Design reg_writeback, sky130hd; sources not shown.
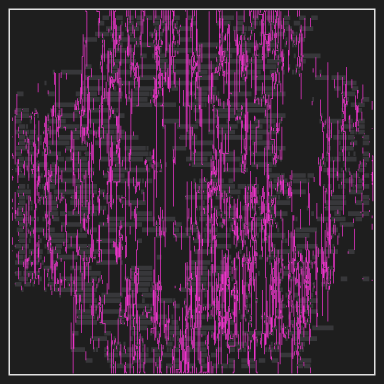
**Above:** run 1 (the metal 2 layer).
Drawn at 2 px/um.
- main direction: vertical
- nets with wire on the layer: 1084
- share of all routed wire: 46%
final wirelength: 28500 um
met2 GRT Util: 27.7%
total via count in the routed design: 7927

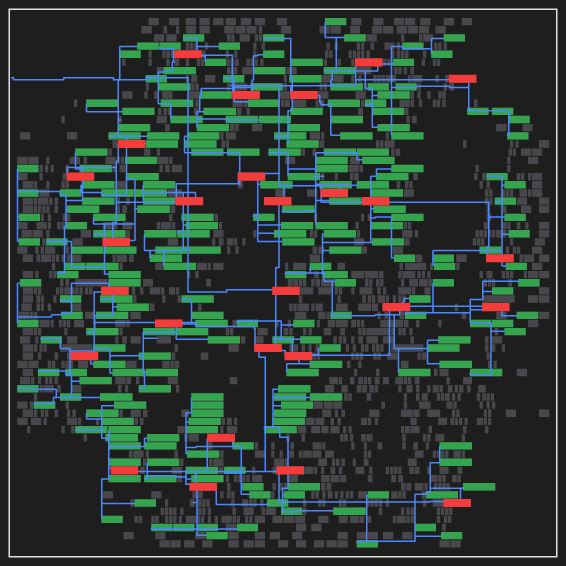
**Above:** run 1 (clock distribution).
Drawn at 3 px/um.
- green: flip-flops (count 238)
- blue: clock wires (length 3180 um)
- red: clock-net drivers (count 27)
- flops lie: spread over the die
- routed clock nets: 28
Clock group: 1790 uW
Clock Power Share: 35.7%
Latency at later pin: 0.53 ns

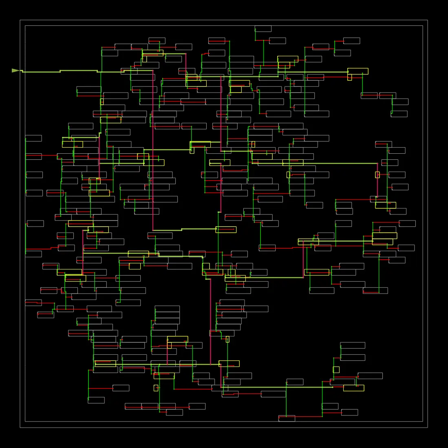
**Above:** run 1 (clock routing).
layout clock buffer count: 36
clock sink total: 238
Clock Skews: 0.0119 ns

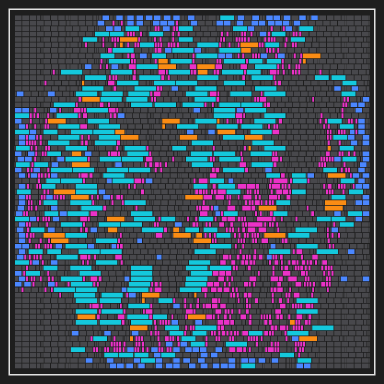
**Above:** run 1 (cell classes on the final placement).
Drawn at 2 px/um. Fill, decap, tap and diode cells in gray.
- cyan: registers (cells 238)
- magenta: remaining logic cells (cells 837)
- orange: clock drivers and dummy loads (cells 50)
- blue: remaining buffers and delay cells (cells 203)
Post-Layout Inst Area: 13600 um2
Core ar.: 31400 um2
Util after Layout: 43.4%
# rows: 65

==> run_results.csv, run 1 <==
group,metric,value,unit
synthesis,synthArstFlopShare,0,%
run,drv_cap,0,
cts,post-cts-setup-buffers,0,
global_route,grt_pass1_wl,44000,um
routing,ant_nets,0,
global_route,grt_pass1_vias,7875,
sta,tns,0,ns
worst_setup_path,end_kind,"flip-flop",
cts,htree_num_levels,1,
global_route,grt_max_degree,83,
place,port_buffers,192,
global_route,grt_busiest_layer,"met2",
finish,lay_top_cells,"308 x nor2_1, 214 x nand2_1, 191 x clkdlybuf4s50_1, 148 x edfxtp_1, 106 x inv_1",
synthesis,edf_count,148,
global_route,use_met3,4.09,%
cts,cts_hold_buf,0,
pwr,leakagePower,0.00553,uW
global_route,antenna_found_initial,3,
routing,avgRoutedWirePerCell,16.5,um
synthesis,ys_cells,1131,
synthesis,synth_area_per_cell,9.25,um2
finish,finalNonFillerCells,1730,
synthesis,adder_share,1.39,%
worst_setup_path,cp-start-kind,"input pin",
sta,fmax,231,MHz
synthesis,synthesis.area,10500,um2
synthesis,synthAoiAreaFrac,6.27,%
run_status,status,"finished, final reports clean",
sta,fin_ws,1.47,ns
floorplanning,ios,193,
sta,worst_pin_slew,0.994,ns
global_route,grt_overflow_total,0,
finish,diodes,0,
synthesis,postSynthSeqShare,59.7,%
synthesis,synth_cells,1131,
worst_setup_path,arrival,4.69,ns
routing,viasPerCell,4.58,
worst_setup_path,ff2ff_path_depth,19,
finish,largest_register_ffs,128,
cts,clkTransAtPathRegs,0.06,ns
finish,drive_above_1_share,7.61,%
sta,setup_viol,0,
global_route,grtUsageMet1,23.0,%
synthesis,logic_family,"simple AND/OR/NAND/NOR gates",
synthesis,xor_area_share,2.85,%
floorplanning,fp-utilization,33.3,%
pwr,pwr_density_cell,367,nW/um2
sta,slew_viol_final,0,
place,dp_slack,0.953,ns
cts,cts_buffers,27,
routing,drtIter0Drc,370,
synthesis,yosysChipArea,10500,um2
finish,areaGrowthSynthToFinish,30.3,%
hold_path,hold_depth,2,
synthesis,ff_type,"edfxtp_1",
place,dp_cells,1680,
finish,lay_top_count,"nor2_1",
worst_setup_path,path_max_fanout,19,
worst_setup_path,critical_path_class,"in -> reg",
cts,cts_root_buf,"clkbuf_16",
pwr,peakVddDrop,0.200,mV
sta,rsz0062_at_grt,"false",
floorplanning,fp.dieW,182,um
run 1: final cells by class:
cell class | instances | area, um2
Clock inverter | 14 | 179
Inverter | 119 | 459
Timing Repair Buffer | 203 | 2000
Tap cell | 402 | 503
Fill cell | 3038 | 17800
Multi-Input combinational cell | 718 | 3470
Sequential cell | 238 | 6250
Clock buffer | 36 | 769
run 1: cells by family after synthesis:
kind of cell    count (synthesis)
compound gates                 95
xor+xnor                       34
fa+ha+maj                      11
buf+inv                       175
flops                         238
simple gates                  578
run 1: critical path: stages:
cell and delay (ns):
clkdlybuf4s50_1 0.67, nor2_2 0.25, nand4_2 0.12, nand2_4 0.25, inv_2 0.10, nand3_1 0.09, nand2_1 0.07, nand2_1 0.07
nand3_2 0.08, nand2_4 0.10, nand3_1 0.13, nand2_1 0.09, inv_1 0.11, ha_1 0.29, inv_1 0.04, ha_1 0.18
fa_1 0.40, xor2_1 0.16, xor2_1 0.20, a31oi_1 0.10
run 1: metal layers:
metal / part of all wire, % / wire (um) / vias up
met4: 1.8 / 500 / 6
li1: - / - / 3972
met5: 0.14 / 40 / -
met3: 6.3 / 1790 / 43
met2: 46 / 13000 / 197
met1: 46 / 13200 / 3709
run 1: where the power goes:
| part | switching [uW] | internal (uW) |
|---|---|---|
| clock | 682 | 1110 |
| combinational | 756 | 453 |
| sequential | 94.3 | 1910 |
run 1: metrics by stage:
step,area [um2],util (%),hold slack [ns]
2_1_floorplan,10500,-,0.492
3_3_place_gp,12700,40.4,0.524
3_5_place_dp,12700,40.4,0.540
4_1_cts,13600,43.4,0.549
5_1_grt,13600,43.4,0.589
6_report,13600,43.4,0.549
run 1: cells in the mapped netlist, types with 3 or more instances:
cell      count  share of area [%]
buf_6        10                1.1
inv_1       106                3.8
nor3_1        3               0.14
dfxtp_1      90                 17
nand4_1       3               0.18
o211ai_1      3               0.22
edfxtp_1    148                 42
inv_2         6               0.22
nor2_2       14               0.84
buf_4         7               0.50
a32o_1       33                3.2
nor2_1      312                 11
inv_4         5               0.30
xnor2_1      16                1.3
xor2_1       18                1.5
ha_1         10                1.2
clkbuf_1     35                1.3
a21oi_1      45                2.2
nand2_4       4               0.43
nand2_1     214                7.7
o21ai_0       9               0.43
nand3_1      17               0.81
**Run 1: pin placement**

Drawn at 1.5 px/um. Pins as bars across the die edge, other pins in gray.
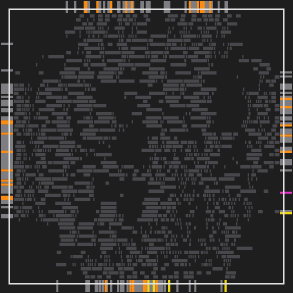

==> run 1 -> run 2 <==
Settings changed: PLACE_DENSITY 0.61 to 0.63.
Clock period 5.8 ns to 3.5 ns, I/O delays scaled along.
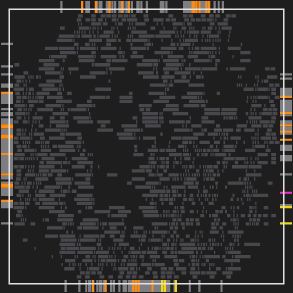
**Above:** run 2 (pin placement).
Drawn at 1.5 px/um. Pins as bars across the die edge, other pins in gray.
- magenta: `s_valid` (pins 1; direction input; edge right)
- orange: `wdata2_a` (pins 32; direction output; edge 11 top, 10 left, 6 bottom, 5 right)
- yellow: `m_waddr` (pins 5; direction input; edge 3 bottom, 2 right)
- all pins by edge: 56 left, 52 bottom, 51 top, 34 right
Port-buffer cells: 192
Die Y-Extent: 182 um
Die W: 182 um

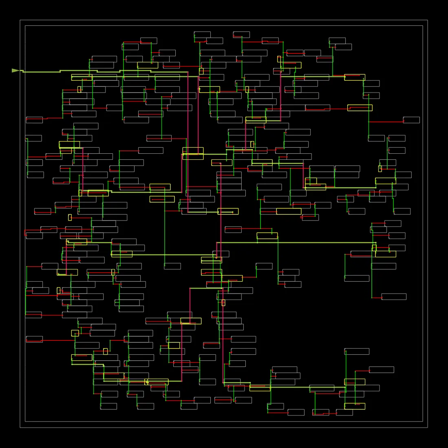
**Above:** run 2 (clock routing).
seq_cells: 238
clock buffer count from CTS: 28
layout clock buffer count: 44

==> run 2 against run 1 <==
  * Total power up 70%
  * Clock power up 68%
  * Clock skew up 0.0015 ns
  * Clock-buffer cell count up 8
  * Die size unchanged
  * Sequential cell count unchanged
  * Synthesized cell count unchanged
  * Setup slack worse by 1.2 ns
  * Combinational power up 83%
  * Worst hold slack worse by 0.0079 ns
  * Sequential share of layout area down 1.7 points
  * Largest power group unchanged
==> run_results.csv, run 2 <==
group,metric,value,unit
worst_setup_path,crit_slowest_cell,"clkdlybuf4s50_1",
routing,viasPerCell,4.58,
floorplanning,ios,193,
routing,avgRoutedWirePerCell,16.2,um
run_status,status,"finished, final reports clean",
pwr,internal_power,5910,uW
synthesis,yosysChipArea,10500,um2
cts,htree_num_levels,1,
sta,tns,0,ns
synthesis,top_cell,"nor2_1",
worst_setup_path,arrival,3.67,ns
synthesis,synthArstFlopShare,0,%
worst_setup_path,cp_top_family,"simple AND/OR/NAND/NOR gates",
synthesis,yosysTopAreaCellShare,42.5,%
finish,drive_above_1_share,10.9,%
sta,timing.hold.ws,0.541,ns
worst_setup_path,crit_top_cell,"nand2_1",
sta,skew,0.0134,ns
pwr,power.switching,2580,uW
global_route,grt_pass1_vias,8107,
synthesis,yosys.area.top_type,"edfxtp_1",
synthesis,synthesis.area,10500,um2
sta,setup_viol,0,
floorplanning,fp-utilization,33.3,%
worst_setup_path,crit_chain,"clkdlybuf4s50_1 > inv_4 > nand2_1 > nand2_1 > nor2_1 > nand3_4 > nand3_2 > nand2_1 > nand2_1 > nand3_2 > nand2_4 > nand3_2 > nand2_1 > inv_1 > ha_1 > inv_1 > ha_1 > fa_2 > xor2_2 > xor2_1 > a31oi_1",
sta,worst_pin_slew,0.899,ns
synthesis,synth_area_per_cell,9.25,um2
synthesis,netlist_top_cells_count,"312 x nor2_1, 214 x nand2_1, 148 x edfxtp_1",
global_route,grt_pass1_wl,44800,um
worst_setup_path,worstPathBufferInverterCount,4,
pwr,p_seq_share,38.4,%
routing,ant_nets,0,
synthesis,ys_cells,1131,
pwr,p_clk_share,35.5,%
floorplanning,core-area,31400,um2
sta,rsz0062_at_grt,"false",
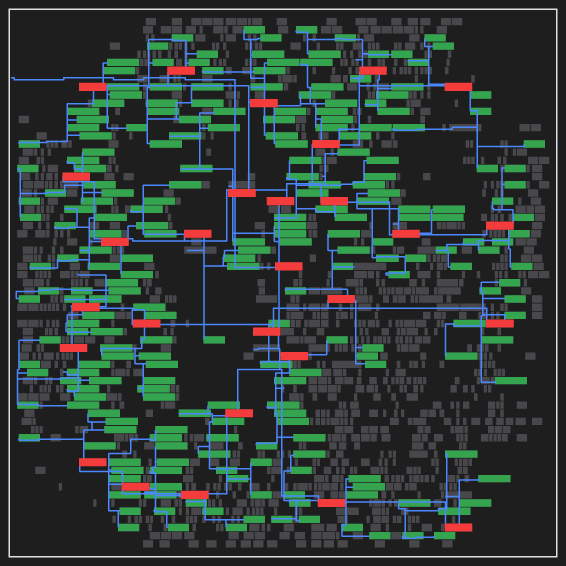
**Above:** run 2 (clock distribution).
Drawn at 3 px/um.
- red: clock-net drivers (count 28)
- blue: clock wires (length 3210 um)
- green: flip-flops (count 238)
- routed clock nets: 29
Latency at later pin: 0.54 ns
Clock group: 3010 uW

run 2: layout make-up:
class	instances	area (um2)	area share [%]
Clock inverter	8	118	0.831
Multi-Input combinational cell	718	3500	24.7
Sequential cell	238	6250	44.1
Tap cell	402	503	3.55
Timing Repair Buffer	253	2470	17.4
Clock buffer	44	855	6.04
Inverter	119	459	3.24
run 2: through the flow:
step / power, uW / cell area [um2] / worst slack [ns] / std cells
floorplan: 4710 / 10500 / 0.236 / 1131
global placement: 5490 / 13100 / -0.353 / 1728
detailed placement: 5530 / 13100 / -0.476 / 1728
CTS: 8580 / 14100 / 0.0896 / 1780
global route: 8960 / 14200 / 0.00936 / 1782
finish: 8490 / 14200 / 0.226 / 1782
run 2: logic make-up (layout without fill, tap and decap cells):
kind of cell | after synthesis | after routing | synth area share (%)
and+or+nand+nor | 578 | 578 | 22.4
AOI/OAI and AO/OA | 95 | 95 | 6.27
xor gates and xnor gates | 34 | 34 | 2.85
adders and majority gates | 11 | 11 | 1.39
DFF | 238 | 238 | 59.7
buffers and inverters | 175 | 424 | 7.39
run 2: what timing repair did:
action | in CTS | in global routing
setup endpoints to repair | 0 | 2
gates resized | 0 | 9
setup buffers | 0 | 1
run 2: power groups by stage:
stage | Clock, uW | Combinational, uW | Sequential [uW]
2_1_floorplan | 0 | 1340 | 3370
3_3_place_gp | 0 | 2170 | 3320
3_5_place_dp | 0 | 2210 | 3320
4_1_cts | 3100 | 2220 | 3260
5_1_grt | 3220 | 2460 | 3280
6_report | 3010 | 2220 | 3260
run 2: layer usage:
layer	vias to the layer above	GRT usage, %	share of wire [%]
met3	47	3.87	6.6
li1	4080	-	-
met5	-	0	0.045
met1	3819	23.3	46
met2	208	28.3	45
met4	2	4.48	2.2
run 2: worst register-to-register path, delay by kind of cell, from the launching register on:
kind,cells,cell delay [ns]
buf+inv,3,0.26
xor+xnor,2,0.38
fa+ha+maj,3,0.66
simple gates,11,0.82
flops,1,0.45
compound gates,1,0.12
No activity file was given, so power comes from the tool's default toggle rates.
